Fig. 1: flops by top-level scope
Other sequential cells in the stronger gray, the rest of the logic in the fainter gray.
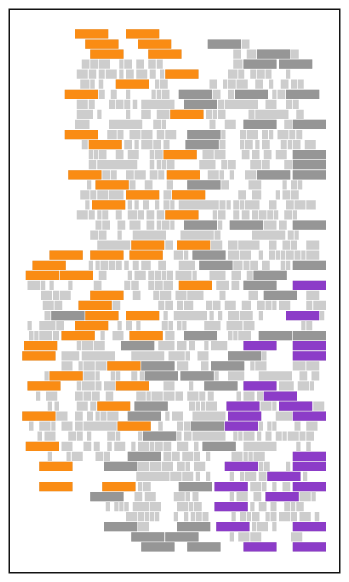
Fig. 2: wires at chosen ports, followed through buffers
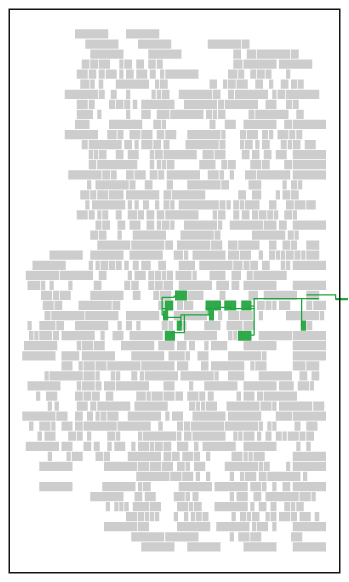
Fig. 3: metal layers overlaid
Bar = 20 microns.
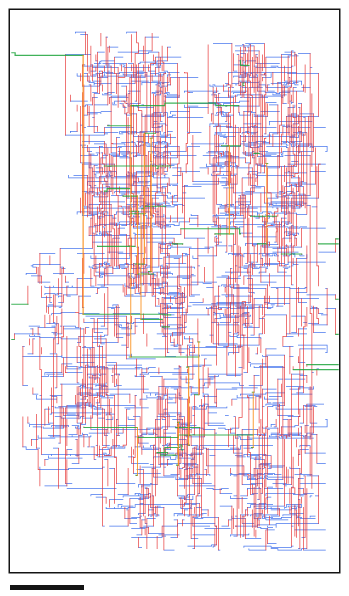
`src/rtl/tetris_input_pkg.sv`:
```
// -----------------------------------------------------------------------------
// tetris_input_pkg
// Shared types and default timing for the pushbutton conditioning stage.
//   rep_state_t      : per-button command FSM state (IDLE / DELAY / REPEAT).
//                      A non-repeating button uses DELAY as its "held" state.
//   DEF_*_CYCLES     : default timing at a 50 MHz clock.
//   max2()           : helper used to size the shared repeat counter.
// -----------------------------------------------------------------------------
package tetris_input_pkg;

    typedef enum logic [1:0] {
        IDLE   = 2'd0,
        DELAY  = 2'd1,
        REPEAT = 2'd2
    } rep_state_t;

    localparam int DEF_DEBOUNCE_CYCLES  = 500000;   // 10 ms
    localparam int DEF_DAS_DELAY_CYCLES = 8000000;  // 160 ms
    localparam int DEF_ARR_CYCLES       = 2500000;  // 50 ms

    function automatic int max2(input int a, input int b);
        return (a > b) ? a : b;
    endfunction

endpackage

```
`src/rtl/tetris_input_ctrl_button_conditioner.sv`:
```
// -----------------------------------------------------------------------------
// button_conditioner
// One pushbutton: 2-flop synchronizer, counting debouncer, rise detector and
// a command FSM that requests a single-cycle pulse on each press and, when
// REPEAT_EN is set, delayed auto-repeat while held.
// Ports:
//   clk, reset : clock, asynchronous active-high reset
//   run        : low holds the FSM in IDLE and suppresses requests
//   raw        : asynchronous active-high button level
//   req        : combinational pulse request (registered by the parent)
// Handshake: req is a plain one-cycle strobe; there is no back-pressure.
// -----------------------------------------------------------------------------
module button_conditioner
    import tetris_input_pkg::*;
#(
    parameter int DEBOUNCE_CYCLES  = DEF_DEBOUNCE_CYCLES,
    parameter int DAS_DELAY_CYCLES = DEF_DAS_DELAY_CYCLES,
    parameter int ARR_CYCLES       = DEF_ARR_CYCLES,
    parameter bit REPEAT_EN        = 1'b1
) (
    input  logic clk,
    input  logic reset,
    input  logic run,
    input  logic raw,
    output logic req
);

    localparam int DW = $clog2(DEBOUNCE_CYCLES + 1);
    localparam int CW = $clog2(max2(DAS_DELAY_CYCLES, ARR_CYCLES)) + 1;

    localparam logic [DW-1:0] DEB_LAST = DW'(DEBOUNCE_CYCLES - 1);
    localparam logic [CW-1:0] DAS_LAST = CW'(DAS_DELAY_CYCLES - 1);
    localparam logic [CW-1:0] ARR_LAST = CW'(ARR_CYCLES - 1);

    logic          sync_meta;
    logic          sync_q;
    logic          deb;
    logic          deb_q;
    logic [DW-1:0] deb_cnt;
    logic          rise;

    rep_state_t    state;
    rep_state_t    state_next;
    logic [CW-1:0] cnt;
    logic [CW-1:0] cnt_next;

    // Synchronizer and debouncer. The debouncer keeps running regardless of
    // run so that a button already held when run rises is seen as held, not
    // as a fresh press.
    always_ff @(posedge clk or posedge reset) begin
        if (reset) begin
            sync_meta <= 1'b0;
            sync_q    <= 1'b0;
            deb       <= 1'b0;
            deb_q     <= 1'b0;
            deb_cnt   <= '0;
        end else begin
            sync_meta <= raw;
            sync_q    <= sync_meta;
            deb_q     <= deb;
            if (sync_q == deb) begin
                deb_cnt <= '0;
            end else if (deb_cnt == DEB_LAST) begin
                deb     <= ~deb;
                deb_cnt <= '0;
            end else begin
                deb_cnt <= deb_cnt + DW'(1);
            end
        end
    end

    assign rise = deb & ~deb_q;

    // FSM state register
    always_ff @(posedge clk or posedge reset) begin
        if (reset) begin
            state <= IDLE;
            cnt   <= '0;
        end else begin
            state <= state_next;
            cnt   <= cnt_next;
        end
    end

    // FSM next state. A debounced fall returns to IDLE from any state.
    always_comb begin
        state_next = state;
        cnt_next   = cnt;
        if (!run) begin
            state_next = IDLE;
            cnt_next   = '0;
        end else begin
            case (state)
                IDLE: begin
                    if (rise) begin
                        state_next = DELAY;
                        cnt_next   = '0;
                    end
                end
                DELAY: begin
                    if (!deb) begin
                        state_next = IDLE;
                        cnt_next   = '0;
                    end else if (REPEAT_EN) begin
                        if (cnt == DAS_LAST) begin
                            state_next = REPEAT;
                            cnt_next   = '0;
                        end else begin
                            cnt_next = cnt + CW'(1);
                        end
                    end
                end
                REPEAT: begin
                    if (!deb) begin
                        state_next = IDLE;
                        cnt_next   = '0;
                    end else if (cnt == ARR_LAST) begin
                        cnt_next = '0;
                    end else begin
                        cnt_next = cnt + CW'(1);
                    end
                end
                default: begin
                    state_next = IDLE;
                    cnt_next   = '0;
                end
            endcase
        end
    end

    // FSM output: one request per press event and per repeat interval
    always_comb begin
        req = 1'b0;
        if (run) begin
            case (state)
                IDLE:    req = rise;
                DELAY:   req = REPEAT_EN && deb && (cnt == DAS_LAST);
                REPEAT:  req = REPEAT_EN && deb && (cnt == ARR_LAST);
                default: req = 1'b0;
            endcase
        end
    end

endmodule

```
`src/rtl/tetris_input_ctrl.sv`:
```
// -----------------------------------------------------------------------------
// tetris_input_ctrl
// Turns raw left/right/rotate pushbutton levels into single-cycle command
// pulses for the game core. Left/right auto-repeat while held; rotate fires
// once per press.
// Ports:
//   clk        : system clock (50 MHz)
//   reset      : asynchronous active-high reset
//   run        : game-running enable; low forces all outputs to 0
//   left_raw, right_raw, rotate_raw : asynchronous active-high button levels
//   left, right, rotate             : registered one-cycle command pulses
// -----------------------------------------------------------------------------
module tetris_input_ctrl
    import tetris_input_pkg::*;
#(
    parameter int DEBOUNCE_CYCLES  = DEF_DEBOUNCE_CYCLES,
    parameter int DAS_DELAY_CYCLES = DEF_DAS_DELAY_CYCLES,
    parameter int ARR_CYCLES       = DEF_ARR_CYCLES
) (
    input  logic clk,
    input  logic reset,
    input  logic run,
    input  logic left_raw,
    input  logic right_raw,
    input  logic rotate_raw,
    output logic left,
    output logic right,
    output logic rotate
);

    logic left_req;
    logic right_req;
    logic rotate_req;

    button_conditioner #(
        .DEBOUNCE_CYCLES  (DEBOUNCE_CYCLES),
        .DAS_DELAY_CYCLES (DAS_DELAY_CYCLES),
        .ARR_CYCLES       (ARR_CYCLES),
        .REPEAT_EN        (1'b1)
    ) u_left (
        .clk   (clk),
        .reset (reset),
        .run   (run),
        .raw   (left_raw),
        .req   (left_req)
    );

    button_conditioner #(
        .DEBOUNCE_CYCLES  (DEBOUNCE_CYCLES),
        .DAS_DELAY_CYCLES (DAS_DELAY_CYCLES),
        .ARR_CYCLES       (ARR_CYCLES),
        .REPEAT_EN        (1'b1)
    ) u_right (
        .clk   (clk),
        .reset (reset),
        .run   (run),
        .raw   (right_raw),
        .req   (right_req)
    );

    button_conditioner #(
        .DEBOUNCE_CYCLES  (DEBOUNCE_CYCLES),
        .DAS_DELAY_CYCLES (DAS_DELAY_CYCLES),
        .ARR_CYCLES       (ARR_CYCLES),
        .REPEAT_EN        (1'b0)
    ) u_rotate (
        .clk   (clk),
        .reset (reset),
        .run   (run),
        .raw   (rotate_raw),
        .req   (rotate_req)
    );

    // Opposing moves in the same cycle cancel; the FSMs keep their timing.
    always_ff @(posedge clk or posedge reset) begin
        if (reset) begin
            left   <= 1'b0;
            right  <= 1'b0;
            rotate <= 1'b0;
        end else begin
            left   <= run & left_req & ~right_req;
            right  <= run & right_req & ~left_req;
            rotate <= run & rotate_req;
        end
    end

endmodule
```
`config.mk`:
```
export PLATFORM = sky130hd
export DESIGN_NAME = tetris_input_ctrl
export DESIGN_NICKNAME = d
export VERILOG_FILES = /design/src/rtl/tetris_input_pkg.sv /design/src/rtl/tetris_input_ctrl_button_conditioner.sv /design/src/rtl/tetris_input_ctrl.sv
export SDC_FILE = /design/constraint.sdc
export NUM_CORES = 1
export LEC_CHECK = 0
export ABC_AREA = 0
export CAP_MARGIN = 10
export CORE_AREA = 3 3 86 149
export DETAILED_ROUTE_END_ITERATION = 10
export DIE_AREA = 0 0 89 152
export HOLD_SLACK_MARGIN = 0.02
export PLACE_DENSITY_LB_ADDON = 0.25
export SYNTH_ARGS = -nofsm -noshare
export SYNTH_HDL_FRONTEND = slang
export SYNTH_SLANG_ARGS = --single-unit
```
`constraint.sdc`:
```
create_clock -name clk -period 6.2 [get_ports clk]
set_input_delay 1.24 -clock clk [delete_from_list [all_inputs] [get_ports clk]]
set_output_delay 1.24 -clock clk [all_outputs]
set_load 0.01 [all_outputs]
```
==> impl_metrics.toml <==
# synthesis and place-and-route metrics
[route]
top_layer_used = "met4"
wl_met2_microns = 6911
dr.first_iter.drc_count = 314
wl_met3_microns = 327
wl_met1_microns = 5370
drc = 0
drtPass1Iterations = 4

[run_status]
status = "completed"

[clock_network]
clock_latency_ns = 0.41
cts_tree = "built"
clockRootBuffer = "clkbuf_16"
cts_buffers = 17

[floorplan]
fp_util = 0.5498
die.size.y_microns = 152
core-area_sq_um = 11650
fp.dieW_microns = 89

[timing]
rsz0062_at_grt = "false"
final_max_slew_viol_count = 0
period_needed_ns = 3.067
skew_ns = 0.007691

[worst_setup_path]
crit_chain = "clkdlybuf4s50_1, o211ai_1, buf_4, nand4_1, a21oi_2, buf_4, o21ai_0, a31oi_1"
critPathLaunchType = "primary input"
crit_required_ns = 6.52
crit_slowest_cell = "clkdlybuf4s50_1"
crit_path_end_kind = "flop"
critPathMaxFanout = 46

[grt]
grt_pass1_wl_microns = 22160
grtUsageMet3 = 0.04661
grt_start_max_net_pins = 84
grt_overflow = 0

[cells_and_area]
nClkBuffers = 21
seq_cells = 125
insertedDiodeCount = 0
comb_cells = 504
area_growth_pct = 11.45

[logic_synthesis]
yosys.stat.seqShare = 0.4885
yosys_warnings = 0
synth-main-ff-cell = "dfrtp_1"
yosys-stat-area_sq_um = 6404
synth.distinct_cells = 54
syn_nets = 698

[hold_path]
hp-class = "reg2reg"

[placed_design]
io_buffers = 8

[power]
peakVddDrop_v = 0.0001886
-- Fig. 1 (at the start) --
scope	color	flops
u_left	orange	49
u_rotate	purple	24

-- Fig. 2 (at the start) --
port	color	bits	direction	edge	end cells	buffers	wire
run	green	1	input	right	12	1	99.0 microns

-- Fig. 3 (at the start) --
layer	color	wire length
M3	green	327 microns
M2	red	6,910 microns
M4	orange	379 microns
M1	blue	5,370 microns

-- logic make-up after synthesis --
logic type	count (synthesis)	share of synthesized area
muxes	2	0.003517
DFF	125	0.4885
AOI/OAI and AO/OA	128	0.1260
buffers and inverters	48	0.03185
xor gates and xnor gates	56	0.07659
and+or+nand+nor	303	0.2442
adders and majority gates	15	0.02931
-- critical path: cells and delay by family --
family,cells,cell delay [ns]
compound gates,4,0.69
buf+inv,3,1.29
simple gates,1,0.14
-- metrics by stage --
step,setup WS [ns],power [uW],hold slack (ns),utilization,cells
6_report,3.133,1871,0.3539,0.6128,830
5_1_grt,2.973,1946,0.3613,0.6128,830
4_1_cts,3.159,1891,0.3604,0.6128,830
3_5_place_dp,2.737,941.2,0.3380,0.5639,798
3_3_place_gp,2.854,935.7,0.3393,0.5639,798
2_1_floorplan,1.632,913.7,0.3312,-,677
-- where the power goes --
part / total (uW) / switching, uW / internal (uW)
sequential: 835 / 8.46 / 826
combinational: 91.2 / 64.5 / 26.7
clock: 945 / 346 / 598
-- path summary, 6_finish.rpt --
path / startpoint / to / slack [ns] / cells past startpoint
worst max-delay path: run / u_left.cnt[16]$_DFFE_PP0P_ / 3.13 / 8
worst min-delay path: u_rotate.sync_meta$_DFF_PP0_ / u_rotate.sync_q$_DFF_PP0_ / 0.35 / 0
worst max register to register: u_right.cnt[0]$_DFFE_PP0P_ / u_right.cnt[3]$_DFFE_PP0P_ / 3.75 / 8
worst min register to register: u_rotate.sync_meta$_DFF_PP0_ / u_rotate.sync_q$_DFF_PP0_ / 0.35 / 0
max in group asynchronous: reset / u_left.cnt[0]$_DFFE_PP0P_ / 3.67 / 3
min in group asynchronous: reset / u_rotate.deb_q$_DFF_PP0_ / 1.42 / 2
Power and IR drop assume default switching activity.
